--- src/rtl/uart_tx_fifo.sv ---
`default_nettype none
// ============================================================================
//  Module      : uart_tx_fifo
//  Description : UART transmitter fed by a small synchronous FIFO. Words are
//                accepted on a valid/ready handshake, queued, and sent as
//                LSB-first frames (start, data, optional parity, stop).
//                While words remain queued, frames follow each other with
//                no idle cycles between them.
//  Revision    : 1.0 - initial release
// ----------------------------------------------------------------------------
//  Parameters
//    DATA_WIDTH   : data bits per frame (5..9)
//    CLKS_PER_BIT : clk cycles per serial bit (>= 2)
//    STOP_BITS    : stop bits per frame (1 or 2)
//    FIFO_DEPTH   : queued words, power of 2, >= 2
//    PARITY_ODD   : 0 = even parity, 1 = odd parity (parity builds only)
//  Build option
//    UART_TX_PARITY_EN : when defined, each frame carries one parity bit
//                        between the data bits and the stop bit(s)
//  Ports
//    clk        in   clock, rising edge
//    rst        in   asynchronous reset, active low
//    wr_data    in   word to transmit
//    wr_valid   in   wr_data valid this cycle
//    wr_ready   out  FIFO can accept a word (registered, equals !full)
//    tx         out  serial line, idle high (registered)
//    busy       out  frame in progress (registered)
//    fifo_count out  queued words, excluding the word being sent
// ============================================================================
module uart_tx_fifo #(
    parameter int DATA_WIDTH   = 8,
    parameter int CLKS_PER_BIT = 16,
    parameter int STOP_BITS    = 1,
    parameter int FIFO_DEPTH   = 4,
    parameter int PARITY_ODD   = 0
) (
    input  logic                          clk,
    input  logic                          rst,
    input  logic [DATA_WIDTH-1:0]         wr_data,
    input  logic                          wr_valid,
    output logic                          wr_ready,
    output logic                          tx,
    output logic                          busy,
    output logic [$clog2(FIFO_DEPTH):0]   fifo_count
);

    localparam int c_PTR_W  = $clog2(FIFO_DEPTH);
    localparam int c_CNT_W  = c_PTR_W + 1;
    localparam int c_BAUD_W = $clog2(CLKS_PER_BIT);
    localparam int c_BIT_W  = 4;

    localparam logic [c_BAUD_W-1:0] c_BAUD_LAST = c_BAUD_W'(CLKS_PER_BIT - 1);
    localparam logic [c_BIT_W-1:0]  c_DATA_LAST = c_BIT_W'(DATA_WIDTH - 1);
    localparam logic [c_BIT_W-1:0]  c_STOP_LAST = c_BIT_W'(STOP_BITS - 1);
    localparam logic [c_CNT_W-1:0]  c_CNT_FULL  = c_CNT_W'(FIFO_DEPTH);

    // Reject unsupported configurations at elaboration time.
    generate
        if ((DATA_WIDTH < 5) || (DATA_WIDTH > 9) || (CLKS_PER_BIT < 2) ||
            ((STOP_BITS != 1) && (STOP_BITS != 2)) || (FIFO_DEPTH < 2) ||
            ((FIFO_DEPTH & (FIFO_DEPTH - 1)) != 0) ||
            ((PARITY_ODD != 0) && (PARITY_ODD != 1))) begin : g_bad_params
            $error("uart_tx_fifo: illegal parameter combination");
        end
    endgenerate

    typedef enum logic [2:0] {
        S_IDLE   = 3'd0,
        S_START  = 3'd1,
        S_DATA   = 3'd2,
`ifdef UART_TX_PARITY_EN
        S_PARITY = 3'd4,
`endif
        S_STOP   = 3'd3
    } state_t;

    // ------------------------------------------------------------------
    // FIFO storage and control
    // ------------------------------------------------------------------
    logic [DATA_WIDTH-1:0] r_mem [FIFO_DEPTH];
    logic [c_PTR_W-1:0]    r_wr_ptr;
    logic [c_PTR_W-1:0]    r_rd_ptr;
    logic [c_CNT_W-1:0]    r_count;
    logic                  r_wr_ready;

    // ------------------------------------------------------------------
    // Transmit state
    // ------------------------------------------------------------------
    state_t                r_state;
    logic [c_BAUD_W-1:0]   r_baud;
    logic [c_BIT_W-1:0]    r_bit;      // data-bit index in DATA, stop-bit index in STOP
    logic [DATA_WIDTH-1:0] r_shift;
    logic                  r_tx;
    logic                  r_busy;
`ifdef UART_TX_PARITY_EN
    localparam logic       c_PAR_ODD = (PARITY_ODD != 0);
    logic                  r_parity;
`endif

    logic                  w_push;
    logic                  w_pop;
    logic                  w_have_data;
    logic                  w_baud_end;
    logic                  w_stop_done;
    logic [DATA_WIDTH-1:0] w_head;
    logic [c_CNT_W-1:0]    w_count_next;

    assign w_push      = wr_valid && r_wr_ready;
    assign w_have_data = (r_count != '0);
    assign w_baud_end  = (r_baud == c_BAUD_LAST);
    assign w_stop_done = (r_state == S_STOP) && w_baud_end && (r_bit == c_STOP_LAST);
    // The head word leaves the FIFO when a new frame starts, either from
    // idle or straight out of the final stop bit of the previous frame.
    assign w_pop       = w_have_data && ((r_state == S_IDLE) || w_stop_done);
    assign w_head      = r_mem[r_rd_ptr];

    always_comb begin
        w_count_next = r_count;
        case ({w_push, w_pop})
            2'b10:   w_count_next = r_count + c_CNT_W'(1);
            2'b01:   w_count_next = r_count - c_CNT_W'(1);
            default: w_count_next = r_count;
        endcase
    end

    always_ff @(posedge clk) begin
        if (w_push) begin
            r_mem[r_wr_ptr] <= wr_data;
        end
    end

    always_ff @(posedge clk or negedge rst) begin
        if (!rst) begin
            r_wr_ptr   <= '0;
            r_rd_ptr   <= '0;
            r_count    <= '0;
            r_wr_ready <= 1'b1;
        end else begin
            if (w_push) begin
                r_wr_ptr <= r_wr_ptr + c_PTR_W'(1);
            end
            if (w_pop) begin
                r_rd_ptr <= r_rd_ptr + c_PTR_W'(1);
            end
            r_count    <= w_count_next;
            // Registered from the next count so ready tracks !full exactly.
            r_wr_ready <= (w_count_next != c_CNT_FULL);
        end
    end

    // ------------------------------------------------------------------
    // Frame sequencer. tx is produced from the next state so that the
    // line changes on the same edge as the state itself.
    // ------------------------------------------------------------------
    always_ff @(posedge clk or negedge rst) begin
        if (!rst) begin
            r_state  <= S_IDLE;
            r_baud   <= '0;
            r_bit    <= '0;
            r_shift  <= '0;
            r_tx     <= 1'b1;
            r_busy   <= 1'b0;
`ifdef UART_TX_PARITY_EN
            r_parity <= 1'b0;
`endif
        end else begin
            case (r_state)
                S_IDLE: begin
                    if (w_pop) begin
                        r_state  <= S_START;
                        r_baud   <= '0;
                        r_bit    <= '0;
                        r_shift  <= w_head;
                        r_tx     <= 1'b0;
                        r_busy   <= 1'b1;
`ifdef UART_TX_PARITY_EN
                        r_parity <= (^w_head) ^ c_PAR_ODD;
`endif
                    end
                end

                S_START: begin
                    if (w_baud_end) begin
                        r_state <= S_DATA;
                        r_baud  <= '0;
                        r_bit   <= '0;
                        r_tx    <= r_shift[0];
                        r_shift <= r_shift >> 1;
                    end else begin
                        r_baud <= r_baud + c_BAUD_W'(1);
                    end
                end

                S_DATA: begin
                    if (w_baud_end) begin
                        r_baud <= '0;
                        if (r_bit == c_DATA_LAST) begin
                            r_bit <= '0;
`ifdef UART_TX_PARITY_EN
                            r_state <= S_PARITY;
                            r_tx    <= r_parity;
`else
                            r_state <= S_STOP;
                            r_tx    <= 1'b1;
`endif
                        end else begin
                            r_bit   <= r_bit + c_BIT_W'(1);
                            r_tx    <= r_shift[0];
                            r_shift <= r_shift >> 1;
                        end
                    end else begin
                        r_baud <= r_baud + c_BAUD_W'(1);
                    end
                end

`ifdef UART_TX_PARITY_EN
                S_PARITY: begin
                    if (w_baud_end) begin
                        r_state <= S_STOP;
                        r_baud  <= '0;
                        r_bit   <= '0;
                        r_tx    <= 1'b1;
                    end else begin
                        r_baud <= r_baud + c_BAUD_W'(1);
                    end
                end
`endif

                S_STOP: begin
                    if (w_baud_end) begin
                        r_baud <= '0;
                        if (r_bit == c_STOP_LAST) begin
                            r_bit <= '0;
                            if (w_have_data) begin
                                // Chain the next frame with no idle gap.
                                r_state  <= S_START;
                                r_shift  <= w_head;
                                r_tx     <= 1'b0;
`ifdef UART_TX_PARITY_EN
                                r_parity <= (^w_head) ^ c_PAR_ODD;
`endif
                            end else begin
                                r_state <= S_IDLE;
                                r_tx    <= 1'b1;
                                r_busy  <= 1'b0;
                            end
                        end else begin
                            r_bit <= r_bit + c_BIT_W'(1);
                        end
                    end else begin
                        r_baud <= r_baud + c_BAUD_W'(1);
                    end
                end

                default: begin
                    r_state <= S_IDLE;
                    r_baud  <= '0;
                    r_bit   <= '0;
                    r_tx    <= 1'b1;
                    r_busy  <= 1'b0;
                end
            endcase
        end
    end

    assign wr_ready   = r_wr_ready;
    assign tx         = r_tx;
    assign busy       = r_busy;
    assign fifo_count = r_count;

endmodule
`default_nettype wire

--- config.mk ---
export PLATFORM = sky130hd
export DESIGN_NAME = uart_tx_fifo
export DESIGN_NICKNAME = d
export VERILOG_FILES = /design/src/rtl/uart_tx_fifo.sv
export SDC_FILE = /design/constraint.sdc
export NUM_CORES = 1
export LEC_CHECK = 0
export CORE_ASPECT_RATIO = 2
export CORE_MARGIN = 3
export CORE_UTILIZATION = 54
export DETAILED_ROUTE_END_ITERATION = 7
export PLACE_DENSITY_LB_ADDON = 0.1
export SYNTH_ARGS = -nofsm -noshare
export SYNTH_HDL_FRONTEND = slang
export SYNTH_SLANG_ARGS = --single-unit
--- constraint.sdc ---
create_clock -name clk -period 3.8 [get_ports clk]
set_clock_uncertainty 0.05 [all_clocks]
set_input_delay 0.57 -clock clk [delete_from_list [all_inputs] [get_ports clk]]
set_output_delay 0.57 -clock clk [all_outputs]
set_load 0.005 [all_outputs]
**Metal layers overlaid**

Two of the layers only.
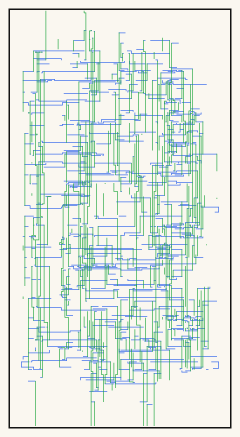
| layer | colour | wire length |
|---|---|---|
| met1 | blue | 1940 µm |
| met2 | green | 2890 µm |

**Where the registers sit**

Bar = 20 µm. Other sequential cells in the stronger grey, the rest of the logic in the fainter grey.
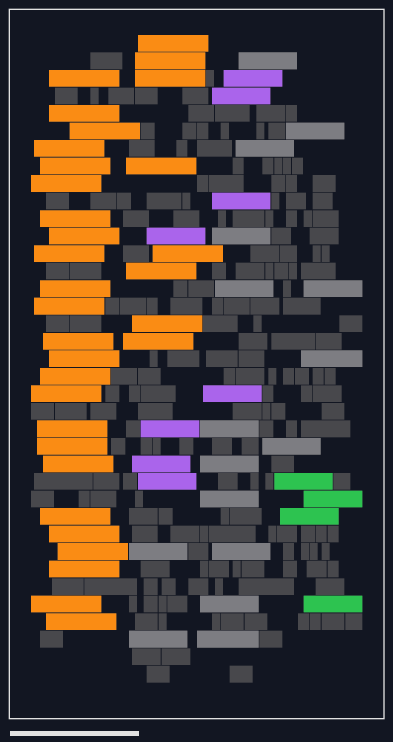
| name in the netlist | colour | flops |
|---|---|---|
| `r_shift` | purple | 8 |
| `r_mem` | orange | 32 |
| `r_baud` | green | 4 |
not coloured: 16

**Clock wiring as the flow saved it**

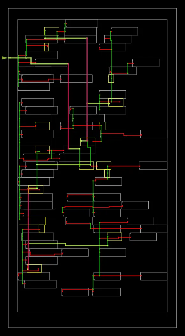
clock network power consumption: 0.525 mW
clock sink count: 60
Flops: 60

==> job_summary.md <==
## Implementation flow summary

| Metric | Value |
|---|---|
| Outcome | `complete, no violations` |
| Endpoint, Worst Hold | `r_baud[3]$_DFFE_PN0P_` |
| Start point of the critical path | `r_baud[0]$_DFFE_PN0P_` |
| Synthesized area per cell | `13.43 µm²` |
| Upper clock frequency limit | `370.3 MHz` |
| Critical Path Source Type | `register` |
| Longest Clk Path Bufs | `2` |
| RSZ-0062 raised after global routing | `no` |
| Shortest period the worst path allows | `2.701 ns` |
| Launch point of the worst reg-to-reg path | `r_baud[0]$_DFFE_PN0P_` |
| Cell at the root of the clock tree | `sky130_fd_sc_hd__clkbuf_8` |
| Nets at Floorplan | `242` |
| Worst setup EP type | `register` |
| Wire length of the first global-routing pass | `8638 µm` |
| YS chip area | `2914 µm²` |
| Setup_tns | `0 ns` |
| Die y size | `109.9 µm` |
| Family with the most delay on the worst path | `adder cells` |
| Max Cap Violations | `0` |
| Number of global-route vias before repair | `1828` |
| Total non-filler cell area in the finished layout | `3299 µm²` |
| Overall global routing resource usage | `18.68%` |
| Total power per unit cell area | `491.8 nW/µm²` |
| Cell Count, Final, Fillers Out | `300` |
| Post-CTS resize count | `0` |
| Die extent in x | `57.95 µm` |
| Final Wtd Congestion | `0.7768` |
| Die Footprint | `6368 µm²` |
| Placed cell count | `284` |
| Synthesized area | `2914 µm²` |
| Highest-count logic cell in the final layout | `sky130_fd_sc_hd__edfxtp_1` |
| Worst slew margin | `54.97%` |
| Sequential cell area fraction in the yosys report | `57.11%` |
| Area share of the largest cell type after synthesis | `32.98%` |
| Final HPWL from detailed placement | `3755 µm` |
| Cell area reported after detailed placement | `3112 µm²` |
| Master of the slowest instance on the critical path | `sky130_fd_sc_hd__dfrtp_1` |
| Number of enable flip-flop cells | `32` |
| Total via count after detailed routing | `1721` |
| Initial Util | `56.20%` |
| Crit path largest cell delay | `0.42 ns` |
| Length of the first detailed-routing pass in iterations | `4` |
| Commonest cells after routing, fill and taps aside | `sky130_fd_sc_hd__edfxtp_1, sky130_fd_sc_hd__dfrtp_1, sky130_fd_sc_hd__inv_1` |
| Critical Path, Cell by Cell | `ha_1 > and3_1 > a31oi_1 > nor2_1 > ha_1 > inv_1 > fa_1 > xor2_1 > nor2_1 > xor2_1 > nand2_1` |
| Drt initial violations | `84` |
| Transition time of the tightest slew-check pin | `0.6754 ns` |
| Core Box Area | `5185 µm²` |
| # hold bufs at CTS | `0` |
| Setup-violating endpoint count in the final report | `0` |
| GR Overflow Total | `0` |
[cells by family (layout without fill, tap and decap cells)]
| group | Yosys count | in the layout | synth area share (%) |
|---|---|---|---|
| adders and majority gates | 14 | 14 | 6.269 |
| AOI/OAI and AO/OA | 38 | 38 | 9.403 |
| and+or+nand+nor | 44 | 44 | 9.490 |
| DFF | 60 | 60 | 57.11 |
| buffers and inverters | 27 | 52 | 3.907 |
| muxes | 28 | 28 | 12.02 |
| xor gates and xnor gates | 6 | 6 | 1.803 |
[worst max path at each step]
stage                               endpoint  slack [ns]
after floorplan           wr_ready$_DFF_PN1_        1.29
after global placement    wr_ready$_DFF_PN1_        1.20
after detailed placement  wr_ready$_DFF_PN1_        1.10
after CTS                 wr_ready$_DFF_PN1_        1.09
after global routing      wr_ready$_DFF_PN1_        0.88
final                     wr_ready$_DFF_PN1_        1.10
[worst reg2reg max path, cell delays in order, from the launching register on]
cell,delay (ns)
sky130_fd_sc_hd__dfrtp_1,0.42
sky130_fd_sc_hd__ha_1,0.24
sky130_fd_sc_hd__and3_1,0.38
sky130_fd_sc_hd__a31oi_1,0.16
sky130_fd_sc_hd__nor2_1,0.22
sky130_fd_sc_hd__ha_1,0.22
sky130_fd_sc_hd__inv_1,0.06
sky130_fd_sc_hd__fa_1,0.37
sky130_fd_sc_hd__xor2_1,0.15
sky130_fd_sc_hd__nor2_1,0.11
sky130_fd_sc_hd__xor2_1,0.18
sky130_fd_sc_hd__nand2_1,0.07
[area by class of cell]
class	instances	area, µm²
Timing Repair Buffer	17	167.7
Clock buffer	12	166.4
Clock inverter	4	21.27
Fill cell	412	1886
Tap cell	58	72.57
Inverter	19	71.32
Multi-Input combinational cell	130	1136
Sequential cell	60	1664
[power by group]
| group | total, mW | switching, mW | leakage, nW | internal (mW) |
|---|---|---|---|---|
| Clock | 0.525 | 0.235 | 0.102 | 0.291 |
| Combinational | 0.246 | 0.132 | 0.602 | 0.115 |
| Sequential | 0.851 | 0.0602 | 0.634 | 0.791 |
[state kept, by name (all words and copies together) (netlist names)]
register / flops
tx: 1
busy: 1
r_bit: 4
r_rd_ptr: 2
r_mem: 32
r_state: 2
wr_ready: 1
r_shift: 8
r_wr_ptr: 2
r_baud: 4
fifo_count: 3
[stage by stage]
stage | utilization (%) | hold slack (ns)
after floorplan | - | 0.2244
final | 63.63 | 0.4427
after CTS | 63.63 | 0.4452
after detailed placement | 60.01 | 0.4333
after global placement | 60.01 | 0.4183
after global routing | 63.63 | 0.4778
[metal layers]
metal	global-route usage [%]	vias up	share of wire, %
li1	-	825	-
met1	19.41	850	38
met2	32.69	32	56
met3	5.053	14	3.1
met4	11.11	0	3.0
met5	0	-	0
Power and IR drop assume default switching activity.
